--- config.mk ---
export PLATFORM = sky130hd
export DESIGN_NAME = a2_sigmoid_collect
export DESIGN_NICKNAME = d
export VERILOG_FILES = /design/src/rtl/a2_sigmoid_collect_pkg.sv /design/src/rtl/a2_sigmoid_collect_sigmoid_pla.sv /design/src/rtl/a2_sigmoid_collect.sv
export SDC_FILE = /design/constraint.sdc
export NUM_CORES = 1
export LEC_CHECK = 0
export CORE_ASPECT_RATIO = 0.7
export CORE_MARGIN = 2
export CORE_UTILIZATION = 54
export CTS_BUF_LIST = sky130_fd_sc_hd__clkbuf_4 sky130_fd_sc_hd__clkbuf_8 sky130_fd_sc_hd__clkbuf_16
export CTS_CLUSTER_SIZE = 25
export DETAILED_ROUTE_END_ITERATION = 16
export PLACE_DENSITY = 0.8
export SYNTH_ARGS = -nofsm -noshare
export SYNTH_HDL_FRONTEND = slang
export SYNTH_HIERARCHICAL = 1
export SYNTH_SLANG_ARGS = --single-unit
--- constraint.sdc ---
create_clock -name clk -period 5.1 [get_ports clk]
set_input_delay 1.02 -clock clk [delete_from_list [all_inputs] [get_ports clk]]
set_output_delay 1.02 -clock clk [all_outputs]
set_load 0.03 [all_outputs]
--- src/rtl/a2_sigmoid_collect_pkg.sv ---
// Shared constants for the z2 -> a2 activation collector.
// Sigmoid is a 3-segment piecewise-linear fit over |z2| in Q4.4 LSBs.
package a2_sigmoid_collect_pkg;

    localparam int Z_W = 8;   // signed Q4.4 pre-activation
    localparam int A_W = 8;   // unsigned Q0.8 activation

    // Segment breakpoints on m = |z2| (integer LSBs)
    localparam logic [9:0] SIG_BP0 = 10'd16;
    localparam logic [9:0] SIG_BP1 = 10'd38;
    localparam logic [9:0] SIG_BP2 = 10'd80;

    // Segment offsets and the saturated output
    localparam logic [9:0] SIG_OFF0 = 10'd128;
    localparam logic [9:0] SIG_OFF1 = 10'd160;
    localparam logic [9:0] SIG_OFF2 = 10'd216;
    localparam logic [9:0] SIG_SAT  = 10'd255;

    typedef enum logic {
        COLLECT = 1'b0,
        FULL    = 1'b1
    } state_t;

endpackage

--- src/rtl/a2_sigmoid_collect_sigmoid_pla.sv ---
// Combinational piecewise-linear sigmoid: signed Q4.4 in, unsigned Q0.8 out.
// Computes on |z| and mirrors around 0.5 for negative inputs (256 - y).
module sigmoid_pla
    import a2_sigmoid_collect_pkg::*;
(
    input  logic [Z_W-1:0] z,
    output logic [A_W-1:0] a
);

    logic [9:0] zs;
    logic [9:0] m;
    logic [9:0] y;
    logic [9:0] r;

    // Magnitude, segment select, saturation and sign mirror
    always_comb begin
        zs = {{2{z[Z_W-1]}}, z};
        // -8.0 (0x80) still yields m=128 thanks to the 10-bit intermediate
        m  = z[Z_W-1] ? (10'd0 - zs) : zs;
        if (m < SIG_BP0)
            y = (m << 2) + SIG_OFF0;
        else if (m < SIG_BP1)
            y = (m << 1) + SIG_OFF1;
        else if (m < SIG_BP2)
            y = {1'b0, m[9:1]} + SIG_OFF2;
        else
            y = SIG_SAT;
        if (y > SIG_SAT)
            y = SIG_SAT;
        // y >= 128 here, so 256-y never exceeds 128
        r = z[Z_W-1] ? (10'd256 - y) : y;
        a = r[A_W-1:0];
    end

endmodule

--- src/rtl/a2_sigmoid_collect.sv ---
// Collects N_NEURON sigmoid activations of the z2 stream into one vector and
// presents it with valid/ready. One pipe stage sits between accept and the
// slot write; z2 is held off while the last slot is in flight or a vector is held.
// Optional: define A2_SAMPLE_CNT_EN to add the vec_cnt handshake counter port.
module a2_sigmoid_collect
    import a2_sigmoid_collect_pkg::*;
#(
    parameter int N_NEURON = 3
) (
    input  logic                      clk,
    input  logic                      reset,
    input  logic                      clear,
    input  logic [Z_W-1:0]            z2_in,
    input  logic                      z2_valid,
    output logic                      z2_ready,
    output logic [N_NEURON*A_W-1:0]   a2_vec,
    output logic                      a2_valid,
    input  logic                      a2_ready
`ifdef A2_SAMPLE_CNT_EN
    ,
    output logic [15:0]               vec_cnt
`endif
);

    localparam int IDX_W = $clog2(N_NEURON);
    localparam logic [IDX_W-1:0] LAST = IDX_W'(N_NEURON - 1);

    state_t           state_q, state_d;
    logic [IDX_W-1:0] idx;
    logic             pipe_valid;
    logic [Z_W-1:0]   pipe_z;
    logic [IDX_W-1:0] pipe_idx;
    logic [A_W-1:0]   sig_y;
    logic             abort;
    logic             accept;
    logic             slot_wr;

    // clear only matters while collecting; a held vector is always delivered
    assign abort    = clear && (state_q == COLLECT);
    assign z2_ready = (state_q == COLLECT) && !(pipe_valid && (pipe_idx == LAST));
    assign accept   = z2_valid && z2_ready && !abort;
    assign slot_wr  = pipe_valid && !abort;
    assign a2_valid = (state_q == FULL);

    sigmoid_pla u_sig (
        .z (pipe_z),
        .a (sig_y)
    );

    // Pipe register and slot index counter
    always_ff @(posedge clk or negedge reset) begin
        if (!reset) begin
            idx        <= '0;
            pipe_valid <= 1'b0;
            pipe_z     <= '0;
            pipe_idx   <= '0;
        end else if (abort) begin
            idx        <= '0;
            pipe_valid <= 1'b0;
        end else begin
            pipe_valid <= accept;
            if (accept) begin
                pipe_z   <= z2_in;
                pipe_idx <= idx;
                idx      <= (idx == LAST) ? '0 : idx + 1'b1;
            end
        end
    end

    // Slot bank: activation lands one edge after accept; never cleared by handshake
    always_ff @(posedge clk or negedge reset) begin
        if (!reset)
            a2_vec <= '0;
        else if (slot_wr)
            a2_vec[int'(pipe_idx)*A_W +: A_W] <= sig_y;
    end

    // FSM state register
    always_ff @(posedge clk or negedge reset) begin
        if (!reset)
            state_q <= COLLECT;
        else
            state_q <= state_d;
    end

    // FSM next state: full once the last slot is written, back on handshake
    always_comb begin
        state_d = state_q;
        case (state_q)
            COLLECT: if (slot_wr && (pipe_idx == LAST)) state_d = FULL;
            FULL:    if (a2_ready)                      state_d = COLLECT;
            default: state_d = COLLECT;
        endcase
    end

`ifdef A2_SAMPLE_CNT_EN
    // Delivered-vector counter, wraps naturally at 16 bits
    always_ff @(posedge clk or negedge reset) begin
        if (!reset)
            vec_cnt <= '0;
        else if (a2_valid && a2_ready)
            vec_cnt <= vec_cnt + 16'd1;
    end
`endif

endmodule

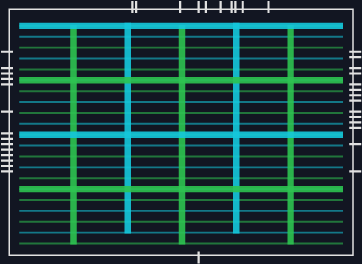
Figure 1: PDN straps and rails.
(4 px per µm) Pins as bars on the die edge.
legend:
  VDD:
    color: cyan
  VSS:
    color: green
met4 straps: 5
signal pins: 39
met5 straps: 4
Die Wd: 85.6 µm
maximum VDD drop: 0.456 mV

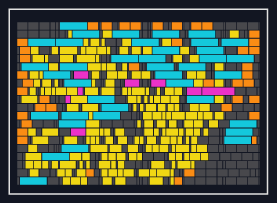
Figure 2: cell classes on the final placement.
(3 px per µm) Fill, decap, tap and diode cells in gray.
legend:
  registers:
    color: cyan
    cells: 38
  remaining buffers and delay cells:
    color: orange
    cells: 40
  clock drivers and dummy loads:
    color: magenta
    cells: 8
  remaining logic cells:
    color: yellow
    cells: 187
sequential cell area share: 0.318
post-route cell area: 0.00299 mm²
Final Util: 0.680
area of the core: 0.00440 mm²

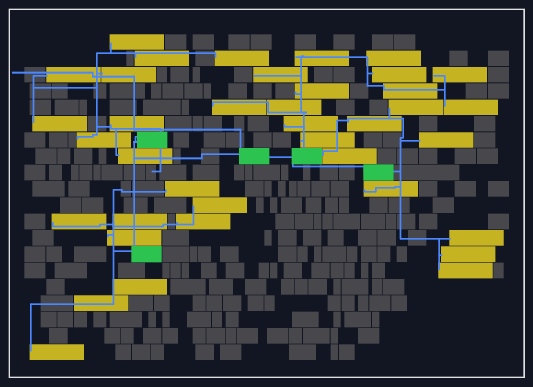
Figure 3: clock wires, drivers and flops.
(6 px per µm)
legend:
  clock-net drivers:
    color: green
    count: 5
  flip-flops:
    color: yellow
    count: 38
  clock wires:
    color: blue
    length: 448 µm
routed clock nets: 6
Fin Clk Skew: 0.00493 ns
P_clk: 249 µW
worst-skew pair later-pin latency: 0.28 ns
Clock Power Share: 0.164

-- worst min path at each step --
| stage | cells past startpoint | startpoint | to | slack (ns) |
|---|---|---|---|---|
| 6_report | 2 | a2_vec[9] | a2_vec[9] | 0.51 |
| 5_1_grt | 1 | a2_vec[7] | a2_vec[7] | 0.53 |
| 4_1_cts | 1 | a2_vec[23] | a2_vec[23] | 0.51 |
| 3_5_place_dp | 1 | a2_vec[21] | a2_vec[21] | 0.49 |
| 3_3_place_gp | 1 | a2_vec[23] | a2_vec[23] | 0.49 |
| 2_1_floorplan | 2 | idx[1] | idx[1] | 0.48 |
-- cell type report --
class                   instances  share of cell area
multi-input cells             172               0.474
inverters                      15              0.0188
flip-flops and latches         38               0.318
clock inverters                 3              0.0134
clock buffers                   5              0.0230
well taps                      55              0.0230
repair buffers                 40               0.130
-- metrics by stage --
| step | setup WS (ns) | total power, µW | instance area (µm²) |
|---|---|---|---|
| detailed placement | 0.806 | 1250 | 2880 |
| CTS | 0.782 | 1500 | 2990 |
| floorplan | 1.10 | 1040 | 2510 |
| finish | 0.742 | 1520 | 2990 |
| global placement | 0.853 | 1250 | 2880 |
| global route | 0.351 | 1610 | 2990 |
-- cell families after synthesis --
| kind of cell | Yosys count | synth area share |
|---|---|---|
| AND-OR/OR-AND | 76 | 0.247 |
| XOR/XNOR | 7 | 0.0244 |
| adder cells (fa/ha/maj) | 10 | 0.0498 |
| buffers and inverters | 24 | 0.0582 |
| flip-flops | 38 | 0.378 |
| multiplexers | 11 | 0.0582 |
| AND/OR/NAND/NOR | 68 | 0.184 |
-- state kept, by name, summed over array words and instances (netlist names) --
name	count
a2_vec	24
pipe_z	8
idx	2
pipe_idx	2
a2_valid	1
pipe_valid	1
-- placed cells by master (no fill, tap or decap), types with 4 or more instances in the layout --
master / netlist / layout
a21oi_1: 5 / 5
a22o_1: 22 / 22
a31oi_1: 4 / 4
clkbuf_8: 0 / 5
clkdlybuf4s50_1: 0 / 37
dfrtp_1: 38 / 38
ha_1: 10 / 10
inv_1: 15 / 15
mux2_4: 7 / 7
nand2_1: 6 / 6
nand3_1: 7 / 7
nand4_1: 5 / 5
nor2_1: 13 / 13
nor2b_1: 4 / 4
o21ai_0: 6 / 6
o41ai_1: 5 / 5
xnor2_1: 5 / 5
-- tightest hold or removal path: cells and delay by family, from the launching register on --
family	cells	cell delay, ns
compound gates	2	0.13
flops	1	0.34
-- routing by layer --
layer  wire length, µm  track usage  share of wire
met5                 0            0              0
met4                79       0.0567          0.013
met3               428       0.0576          0.072
met2              2480        0.365           0.42
met1              2930        0.366           0.50
-- power by group through the flow --
stage / Combinational (µW) / Sequential (µW) / Clock (µW)
after global routing: 915 / 429 / 268
after CTS: 828 / 420 / 252
after floorplan: 574 / 468 / 0
after detailed placement: 823 / 426 / 0
final: 846 / 421 / 249
after global placement: 821 / 425 / 0
==> results_dict.tcl <==
# implementation run metrics
set metrics [dict create \
    outcome "finished, final reports clean" \
    drt_wl_total_mm 5.93 \
    port_buffers 38 \
    postCtsSetupBuffers 0 \
    cp_max_fo 8 \
    grt_pass1_wl_mm 9.85 \
    path_cells "inv_1 -> ha_1 -> or3b_4 -> a211oi_1 -> buf_4 -> inv_1 -> ha_1 -> and4b_1 -> a21oi_1 -> o41ai_1 -> a2bb2oi_1 -> a31oi_1 -> xnor2_1 -> inv_1 -> o41ai_1" \
    drive_gt1_frac 0.150 \
    seqPwrFrac 0.278 \
    drc_errors 0 \
    rsz0062_at_grt "no" \
    combPwrFrac 0.558 \
    diodes 0 \
    p_sw_uw 678 \
    crit_type "flop to flop" \
    cp_top_family "AND-OR/OR-AND gates" \
    r2r_slack_ns 0.74 \
    ant_nets 0 \
    syn_nets 257 \
    cts_resized 0 \
    warning_count 32 \
    dp_cells 320 \
    period_used_share 0.854 \
    syn_to_final_growth_pct 19.0 \
    root_buffer "clkbuf_8" \
    antenna_found_initial 0 \
    cts_made_buffers 5 \
    clk_pin_slew_ns 0.08 \
    cts_hold_buf 0 \
    vias 2150 \
    critPathCapture "a2_vec[12]" \
    common_cells "38 x dfrtp_1, 22 x a22o_1, 15 x inv_1" \
    relSlewSlack 0.455 \
    crit_start "pipe_z[1]" \
    finalNonFillerCells 328 \
    syn_area_per_cell_um2 10.7 \
    path_common_cell "inv_1" \
    cp_data_required_time_ns 5.27 \
    top_cell "dfrtp_1" \
    yosysTopAreaCell "dfrtp_1" \
    reg2reg_to "a2_vec[12]" \
    worst_r2r_path_depth 15 \
    htree_levels 2 \
    cts_tree "yes" \
    synth-async-reset-ratio 1.00 \
    critPathSlowestCell "o41ai_1" \
    grt_usage 0.245 \
    drtPass1Iterations 5 \
    period_needed_ns 4.36 \
    holdWs_ns 0.510 \
    finalNetCount 295 \
    cp-end-kind "flop" \
    synth_top_area_share 0.378 \
    netlist_area_mm2 0.00251 \
    power.internal_uw 838 \
    grt_pass1_vias 1932 \
    fp_util 0.571 \
    edf_count 0 \
    yosys-stat-cells 234 \
    dpl.hpwl_mm 4.47 \
    hp-class "flop to flop" \
    power_switching_share 0.447 \
    die_area_mm2 0.00523 \
    final-max-slew-violation-count 0 \
    cts_sinks 38 \
    clock.fmax_mhz 229 \
    drt_iter0_markers 276 \
    rr_startpoint "pipe_z[1]" \
    wl_per_cell_um 18.1 \
    final.setup.tns_ns 0 \
    max_stage_delay_ns 0.48 \
    io_pins 39 \
    maxCapViolations 0 \
    path_buffers 4 \
    ys_seq_share 0.378 \
    overflow 0 \
    vias_per_cell 6.55 \
    ys.flop_type "dfrtp_1" \
    grt_max_degree 39 \
    nFillCells 331 \
    worstPathArrival_ns 4.52 \
    yosysWarnings 6 \
    synthCells 234 \
    clockBufferDepth 2 \
    worst_pin_slew_ns 0.817 \
    multiInputGateArea_mm2 0.00142 \
    cellLeakagePower_uw 0.00131 \
    yosys.cell_types.count 72 \
    place.gp.congestion 0.974 \
    cp.depth 15 \
    num_rows 20 \
    setup_violations 0 \
    ys_ff 38 \
    seqCellArea_um2 951 \
    startpoint_type "flop" \
    hold_viol_final 0 \
    yosys_area_mm2 0.00251 \
    ys_top_cells_by_area "dfrtp_1 38%, a22o_1 7.7%, ha_1 5.0%" \
    power.density_mw_per_mm2 507 \
]
Power is estimated from default activity; no workload was simulated.
